util_map.png
Scale: 1 px per um. The die is cut into 11 by 23 equal tiles; white is low, dark blue is high, 0 to 100% covered.
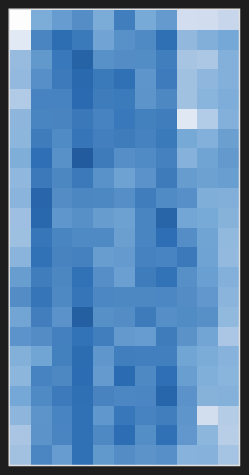
m4.png
Scale: 1.5 px per um. Supply wires on this layer in grey.
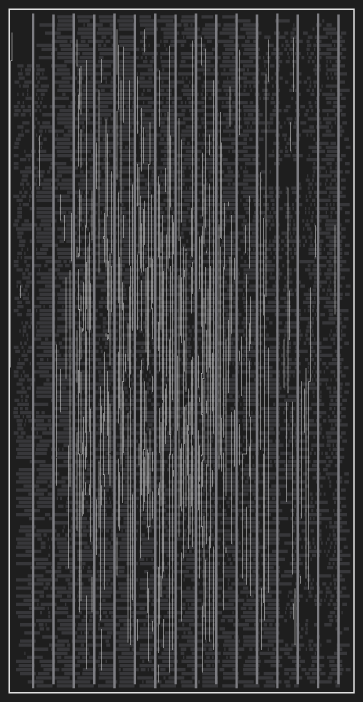
ff_map.png
Scale: 1.5 px per um. Other sequential cells in the stronger grey, the rest of the logic in the fainter grey.
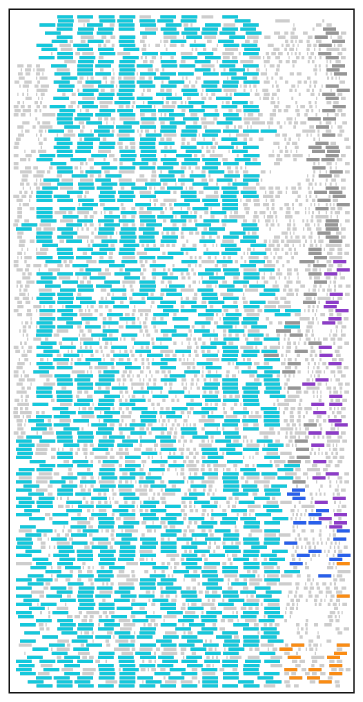
==> src/rtl/pool_pkg.sv <==
// Shared types and helpers for the 2x2 stride-2 pooling stream.
// No logic of its own; zero latency.
// No flow control; imported by pool2d_stream and pool_pair_reduce.
package pool_pkg;

    // Frame sequencing: rows alternate even/odd, then wait for the last output.
    typedef enum logic [1:0] {
        ST_IDLE     = 2'd0,
        ST_EVEN_ROW = 2'd1,
        ST_ODD_ROW  = 2'd2,
        ST_DRAIN    = 2'd3
    } state_t;

    localparam logic MODE_MAX = 1'b0;
    localparam logic MODE_AVG = 1'b1;

    // Horizontal partials need one guard bit so an average-mode pair sum cannot overflow.
    function automatic int partial_w(input int data_w);
        return data_w + 1;
    endfunction

endpackage

==> src/rtl/pool_pair_reduce.sv <==
// Combinational two-input reduction: signed max or signed sum, selected by mode.
// Zero latency.
// No flow control; the caller qualifies inputs and outputs.
module pool_pair_reduce
    import pool_pkg::*;
#(
    parameter int IN_W  = 8,
    parameter int OUT_W = 9
)(
    input  logic [IN_W-1:0]  a_i,
    input  logic [IN_W-1:0]  b_i,
    input  logic             mode_i,
    output logic [OUT_W-1:0] y_o
);

    logic signed [OUT_W-1:0] a_x;
    logic signed [OUT_W-1:0] b_x;

    assign a_x = {{(OUT_W-IN_W){a_i[IN_W-1]}}, a_i};
    assign b_x = {{(OUT_W-IN_W){b_i[IN_W-1]}}, b_i};

    // Average mode sums the pair; max mode keeps the larger signed value.
    always_comb begin
        if (mode_i == MODE_AVG) begin
            y_o = a_x + b_x;
        end else begin
            y_o = (a_x > b_x) ? a_x : b_x;
        end
    end

endmodule

==> src/rtl/pool2d_stream.sv <==
// 2x2 stride-2 max/average pooling over a streamed single-channel frame.
// Output valid one cycle after the completing odd-row beat is accepted.
// Single-entry output register; input stalls on odd beats only while that register is full and not draining.
module pool2d_stream
    import pool_pkg::*;
#(
    parameter int DATA_W     = 8,
    parameter int LANES      = 4,
    parameter int MAX_WBEATS = 64
)(
    input  logic                        CLK,
    input  logic                        RESET,
    input  logic [$clog2(MAX_WBEATS):0] cfg_wbeats,
    input  logic [15:0]                 cfg_height,
    input  logic                        cfg_mode,
    input  logic                        start,
    output logic                        busy,
    output logic                        done,
    output logic                        err,
    output logic [31:0]                 cycle_cnt,
    input  logic [LANES*DATA_W-1:0]     S_AXIS_TDATA,
    input  logic                        S_AXIS_TVALID,
    output logic                        S_AXIS_TREADY,
    input  logic                        S_AXIS_TLAST,
    output logic [LANES*DATA_W-1:0]     M_AXIS_TDATA,
    output logic                        M_AXIS_TVALID,
    input  logic                        M_AXIS_TREADY,
    output logic                        M_AXIS_TLAST
);

    localparam int HALF = LANES / 2;
    localparam int PW   = partial_w(DATA_W);
    localparam int VW   = DATA_W + 2;
    localparam int AW   = $clog2(MAX_WBEATS);
    localparam int BW   = AW + 1;

    state_t                  state_q, state_d;
    logic [BW-1:0]           wbeats_q, beat_q;
    logic [15:0]             height_q, rowp_q;
    logic                    mode_q, err_q;
    logic [31:0]             cnt_q;
    logic [HALF*DATA_W-1:0]  half_q;
    logic                    out_vld_q, out_last_q;
    logic [LANES*DATA_W-1:0] out_dat_q;
    logic [HALF*PW-1:0]      lb_q [MAX_WBEATS];

    logic [HALF*PW-1:0]      lb_rd, hpart_all;
    logic [HALF*DATA_W-1:0]  res_all;
    logic                    start_ok, in_fire, m_fire, row_end, last_pair, frame_last;

    assign start_ok   = start && (state_q == ST_IDLE);
    assign in_fire    = S_AXIS_TVALID && S_AXIS_TREADY;
    assign m_fire     = out_vld_q && M_AXIS_TREADY;
    assign row_end    = (beat_q == wbeats_q - BW'(1));
    assign last_pair  = (rowp_q == (height_q >> 1) - 16'd1);
    assign frame_last = (state_q == ST_ODD_ROW) && row_end && last_pair;
    assign lb_rd      = lb_q[beat_q[AW-1:0]];

    // Per output lane: horizontal pair reduce, then vertical combine with the stored partial.
    for (genvar k = 0; k < HALF; k++) begin : g_lane
        logic [PW-1:0]        hp;
        logic signed [VW-1:0] vsum, rnd;

        pool_pair_reduce #(.IN_W(DATA_W), .OUT_W(PW)) u_h (
            .a_i    (S_AXIS_TDATA[(2*k)*DATA_W +: DATA_W]),
            .b_i    (S_AXIS_TDATA[(2*k+1)*DATA_W +: DATA_W]),
            .mode_i (mode_q),
            .y_o    (hp)
        );

        pool_pair_reduce #(.IN_W(PW), .OUT_W(VW)) u_v (
            .a_i    (lb_rd[k*PW +: PW]),
            .b_i    (hp),
            .mode_i (mode_q),
            .y_o    (vsum)
        );

        // Round-half-up average: add 2 before the arithmetic divide by 4.
        assign rnd = vsum + VW'(2);
        assign hpart_all[k*PW +: PW]       = hp;
        assign res_all[k*DATA_W +: DATA_W] = (mode_q == MODE_AVG) ? DATA_W'(rnd >>> 2)
                                                                  : vsum[DATA_W-1:0];
    end

    // State register.
    always_ff @(posedge CLK or posedge RESET) begin
        if (RESET) state_q <= ST_IDLE;
        else       state_q <= state_d;
    end

    // Next state: rows advance on the last accepted beat, drain ends on the final output handshake.
    always_comb begin
        state_d = state_q;
        case (state_q)
            ST_IDLE:     if (start) state_d = ST_EVEN_ROW;
            ST_EVEN_ROW: if (in_fire && row_end) state_d = ST_ODD_ROW;
            ST_ODD_ROW:  if (in_fire && row_end) state_d = last_pair ? ST_DRAIN : ST_EVEN_ROW;
            ST_DRAIN:    if (m_fire) state_d = ST_IDLE;
            default:     state_d = ST_IDLE;
        endcase
    end

    // Status and input-ready decode; odd beats that finish an output need a free output slot.
    always_comb begin
        busy          = (state_q != ST_IDLE);
        done          = (state_q == ST_DRAIN) && m_fire;
        S_AXIS_TREADY = 1'b0;
        case (state_q)
            ST_EVEN_ROW: S_AXIS_TREADY = 1'b1;
            ST_ODD_ROW:  S_AXIS_TREADY = !beat_q[0] || !out_vld_q || M_AXIS_TREADY;
            default:     S_AXIS_TREADY = 1'b0;
        endcase
    end

    // Frame bookkeeping, pair holding register and single-entry output register.
    always_ff @(posedge CLK or posedge RESET) begin
        if (RESET) begin
            wbeats_q   <= '0;
            height_q   <= '0;
            mode_q     <= MODE_MAX;
            beat_q     <= '0;
            rowp_q     <= '0;
            cnt_q      <= '0;
            err_q      <= 1'b0;
            half_q     <= '0;
            out_vld_q  <= 1'b0;
            out_last_q <= 1'b0;
            out_dat_q  <= '0;
        end else begin
            if (start_ok) begin
                wbeats_q <= cfg_wbeats;
                height_q <= cfg_height;
                mode_q   <= cfg_mode;
                beat_q   <= '0;
                rowp_q   <= '0;
                cnt_q    <= '0;
                err_q    <= 1'b0;
            end else if (busy) begin
                cnt_q <= cnt_q + 32'd1;
            end
            if (in_fire) begin
                if (S_AXIS_TLAST != frame_last) err_q <= 1'b1;
                beat_q <= row_end ? '0 : beat_q + BW'(1);
                if ((state_q == ST_ODD_ROW) && row_end) rowp_q <= rowp_q + 16'd1;
                if ((state_q == ST_ODD_ROW) && !beat_q[0]) half_q <= res_all;
            end
            if (in_fire && (state_q == ST_ODD_ROW) && beat_q[0]) begin
                out_vld_q  <= 1'b1;
                out_dat_q  <= {res_all, half_q};
                out_last_q <= frame_last;
            end else if (m_fire) begin
                out_vld_q  <= 1'b0;
                out_last_q <= 1'b0;
            end
        end
    end

    // Line buffer of even-row partials; contents need no reset.
    always_ff @(posedge CLK) begin
        if (in_fire && (state_q == ST_EVEN_ROW)) lb_q[beat_q[AW-1:0]] <= hpart_all;
    end

    assign err           = err_q;
    assign cycle_cnt     = cnt_q;
    assign M_AXIS_TDATA  = out_dat_q;
    assign M_AXIS_TVALID = out_vld_q;
    assign M_AXIS_TLAST  = out_last_q;

endmodule
==> config.mk <==
export PLATFORM = sky130hd
export DESIGN_NAME = pool2d_stream
export DESIGN_NICKNAME = d
export VERILOG_FILES = /design/src/rtl/pool_pkg.sv /design/src/rtl/pool_pair_reduce.sv /design/src/rtl/pool2d_stream.sv
export SDC_FILE = /design/constraint.sdc
export NUM_CORES = 1
export LEC_CHECK = 0
export CELL_PAD_IN_SITES_DETAIL_PLACEMENT = 1
export CELL_PAD_IN_SITES_GLOBAL_PLACEMENT = 1
export CORE_ASPECT_RATIO = 2
export CORE_MARGIN = 1.5
export CORE_UTILIZATION = 53
export DETAILED_ROUTE_END_ITERATION = 7
export PLACE_DENSITY_LB_ADDON = 0.1
export SKIP_CTS_REPAIR_TIMING = 1
export SYNTH_ARGS = -nofsm -noshare
export SYNTH_HDL_FRONTEND = slang
export SYNTH_HIERARCHICAL = 1
export SYNTH_SLANG_ARGS = --single-unit
==> constraint.sdc <==
create_clock -name CLK -period 6.65 [get_ports CLK]
set_input_delay 0.665 -clock CLK [delete_from_list [all_inputs] [get_ports CLK]]
set_output_delay 0.665 -clock CLK [all_outputs]
set_load 0.05 [all_outputs]
==> impl_metrics.env <==
# implementation run metrics
export IMPL_outcome="finished clean"
export IMPL_clkPwrFrac_pct=21.1
export IMPL_wl_per_cell_um=34.7
export IMPL_seq_area_share_pct=60.6
export IMPL_largest_reg_flops=1152
export IMPL_ys_area_um2=54100
export IMPL_startpoint="beat_q[0]"
export IMPL_cts_max_level=3
export IMPL_wl_met2_mm=91.8
export IMPL_drt_iter0_drc=3740
export IMPL_global_route_usage_met1_pct=38.7
export IMPL_syn_area_um2=54100
export IMPL_fin_area_um2=62500
export IMPL_ys_sh_mux_pct=9.62
export IMPL_comb_cell_share_pct=24.6
export IMPL_common_cells="edfxtp_1 (1,152), nor2_1 (233), mux2i_1 (186)"
export IMPL_fp_dieH_um=455
export IMPL_ys_flop_type="edfxtp_1"
export IMPL_ys_sh_aoi_pct=9.47
export IMPL_crit_required_ns=7.23
export IMPL_tightest_slew_ns=1.31
export IMPL_worstRegToRegCells=19
export IMPL_cts_root_buffer="clkbuf_16"
export IMPL_seq_power_uw=10500
export IMPL_nonClkBufAreaFrac_pct=5.78
export IMPL_nNetsFinal=3963
export IMPL_taps=1336
export IMPL_fin_cells=5250
export IMPL_hold_path_class="in -> async"
export IMPL_n_all_buffers=417
export IMPL_ys_seq_share_pct=70.0
export IMPL_critPathLaunchType="flip-flop"
export IMPL_met3WireLength_mm=14.1
export IMPL_fin_tns_setup_ns=0
export IMPL_dpl_cell_area_um2=58800
export IMPL_wl_met1_mm=59.4
export IMPL_grt_pass1_wl_mm=262
export IMPL_p_per_area_nw_per_um2=504
export IMPL_slowest_delay_ns=0.86
export IMPL_seqCellArea_um2=37900
export IMPL_endpoint="M_AXIS_TDATA[31]"
export IMPL_clock_buffers=127
export IMPL_fin_hold_ws_ns=0.353
export IMPL_drive_gt1_share_pct=19.7
export IMPL_firstDrtPassIters=6
export IMPL_p_comb_uw=14300
export IMPL_ys_sh_adder_pct=2.00
export IMPL_maxCapViolCount=0
export IMPL_critPathArrivalTime_ns=6.95
export IMPL_syn_instance_count=3494
export IMPL_top_layer_used="met5"
export IMPL_clk_power_uw=6630
export IMPL_xor_area_share_pct=1.05
export IMPL_p_int_uw=18700
export IMPL_area_leaders="edfxtp_1 (64%), dfrtp_1 (6.1%), mux4_2 (3.5%), mux2i_1 (3.4%), mux2_2 (2.7%)"
export IMPL_grt_util_all_layers_pct=35.4
export IMPL_cts_clk_slew_worst_paths_ns=0.07
export IMPL_globalRouteMet2Util_pct=61.2
export IMPL_yosysWarnings=6
export IMPL_p_sw_share_pct=40.5
export IMPL_layout_top_cells="edfxtp_1 (1,152), buf_4 (273), nor2_1 (197), mux2i_1 (182), nand2_1 (177)"
export IMPL_num_rows=165
export IMPL_p_leak_uw=0.0213
export IMPL_antennaDiodeCount=7
export IMPL_cts_tree="built"
export IMPL_vias=35000
export IMPL_drt_total_wl_mm=182
export IMPL_setup_ws_ns=0.281
export IMPL_cpLargestDelayFamily="AND-OR/OR-AND gates"
export IMPL_skew_ns=0.0262
export IMPL_num_io_pins=132
export IMPL_chipArea_um2=104000
export IMPL_overflow=0
export IMPL_comb_power_share_pct=45.5
export IMPL_dp_slack_ns=0.273
export IMPL_finalSetupViolations=0
export IMPL_path_class="reg -> reg"
export IMPL_via_per_inst=6.67
export IMPL_grt_max_degree=67
export IMPL_worstSkewPairLatency_ns=0.77
export IMPL_area_growth_pct=15.6
export IMPL_ys_flops=1283
export IMPL_worst_path_stages=19
export IMPL_synthSimpleGateAreaFrac_pct=5.63
export IMPL_power_uw=31500
export IMPL_clock_path_buffers=3
export IMPL_finalHoldViolCount=0
export IMPL_top_logic_kind="multiplexers"
export IMPL_top_cell_area_share_pct=64.0
export IMPL_cts_buffers=110
export IMPL_inverters=79
export IMPL_hpwlAfterDp_mm=120
export IMPL_drc=0
export IMPL_fmax_ghz=0.157
export IMPL_flop_count=1283
export IMPL_seqPwrFrac_pct=33.4
export IMPL_clkCellAreaFrac_pct=5.82
export IMPL_ys_cells=3494
export IMPL_antenna_found_initial=12
export IMPL_reg2reg_from="beat_q[0]"
export IMPL_maxPowerGroup="combinational logic"
export IMPL_logic_gates=1926
export IMPL_top_area_cell_class="flip-flops and latches"
export IMPL_grt_busiest_layer="met2"
export IMPL_comb_area_um2=15400
export IMPL_slew_headroom_pct=12.3
export IMPL_synth_nets=3640
export IMPL_slew_violations=0
export IMPL_crit_chain="buf_12, buf_4, nor2_1, a221oi_1, buf_4, o221ai_1, or4_1, ha_1, nand4_1, o21bai_1, a221o_1, mux2i_1, o21ai_1, ha_1, and4_1, nand4_1, a32o_1, a21oi_1, o21ai_0"
export IMPL_critPathSlowestCell="or4_1"
export IMPL_fillers=9248
export IMPL_edf_count=1152
export IMPL_top_cell="edfxtp_1"
export IMPL_fin_crit_sh_pct=95.8
export IMPL_portBuffers=130
export IMPL_dp_cells=5038
export IMPL_synth_async_reset_ratio_pct=10.2
export IMPL_ant_nets=0
export IMPL_cts_sinks=1283
export IMPL_r2r_slack_ns=0.28
export IMPL_synth_avg_cell_area_um2=15.5
export IMPL_period_needed_ns=6.37
export IMPL_timing_rr_end="M_AXIS_TDATA[31]"
export IMPL_end_kind="flip-flop"
export IMPL_crit_buf_inv=3
export IMPL_grt_pass1_vias=37300
export IMPL_warning_count=66
export IMPL_synth_cell_types=86
export IMPL_largest_area_cell="edfxtp_1"
export IMPL_ir_worst_vdd_v=0.000308
export IMPL_gp_congestion=0.954
export IMPL_p_sw_uw=12800
Notes on util_map.png above:
5.5% of the tiles are over 75% full. 0.40% of the tiles are nearly empty. The fullest tile reaches 83%. The mean over all tiles is 58%.
core area: 101,000 um^2
FP Util: 53.5%
final core utilization: 61.8%

Notes on m4.png above:
189 nets have wire on it. The layer carries 16,600 um of wire. The wires run mostly vertical. The longest straight run is 235 um. The layer holds 9.1% of the routed length.

Notes on ff_map.png above:
Orange shows height_q, sequential cells 15, where bottom right. Cyan shows lb_q, sequential cells 1,152. Blue shows rowp_q, sequential cells 16, where bottom right. Purple shows cycle_cnt, sequential cells 32.
Another 68 sequential cells are not coloured.

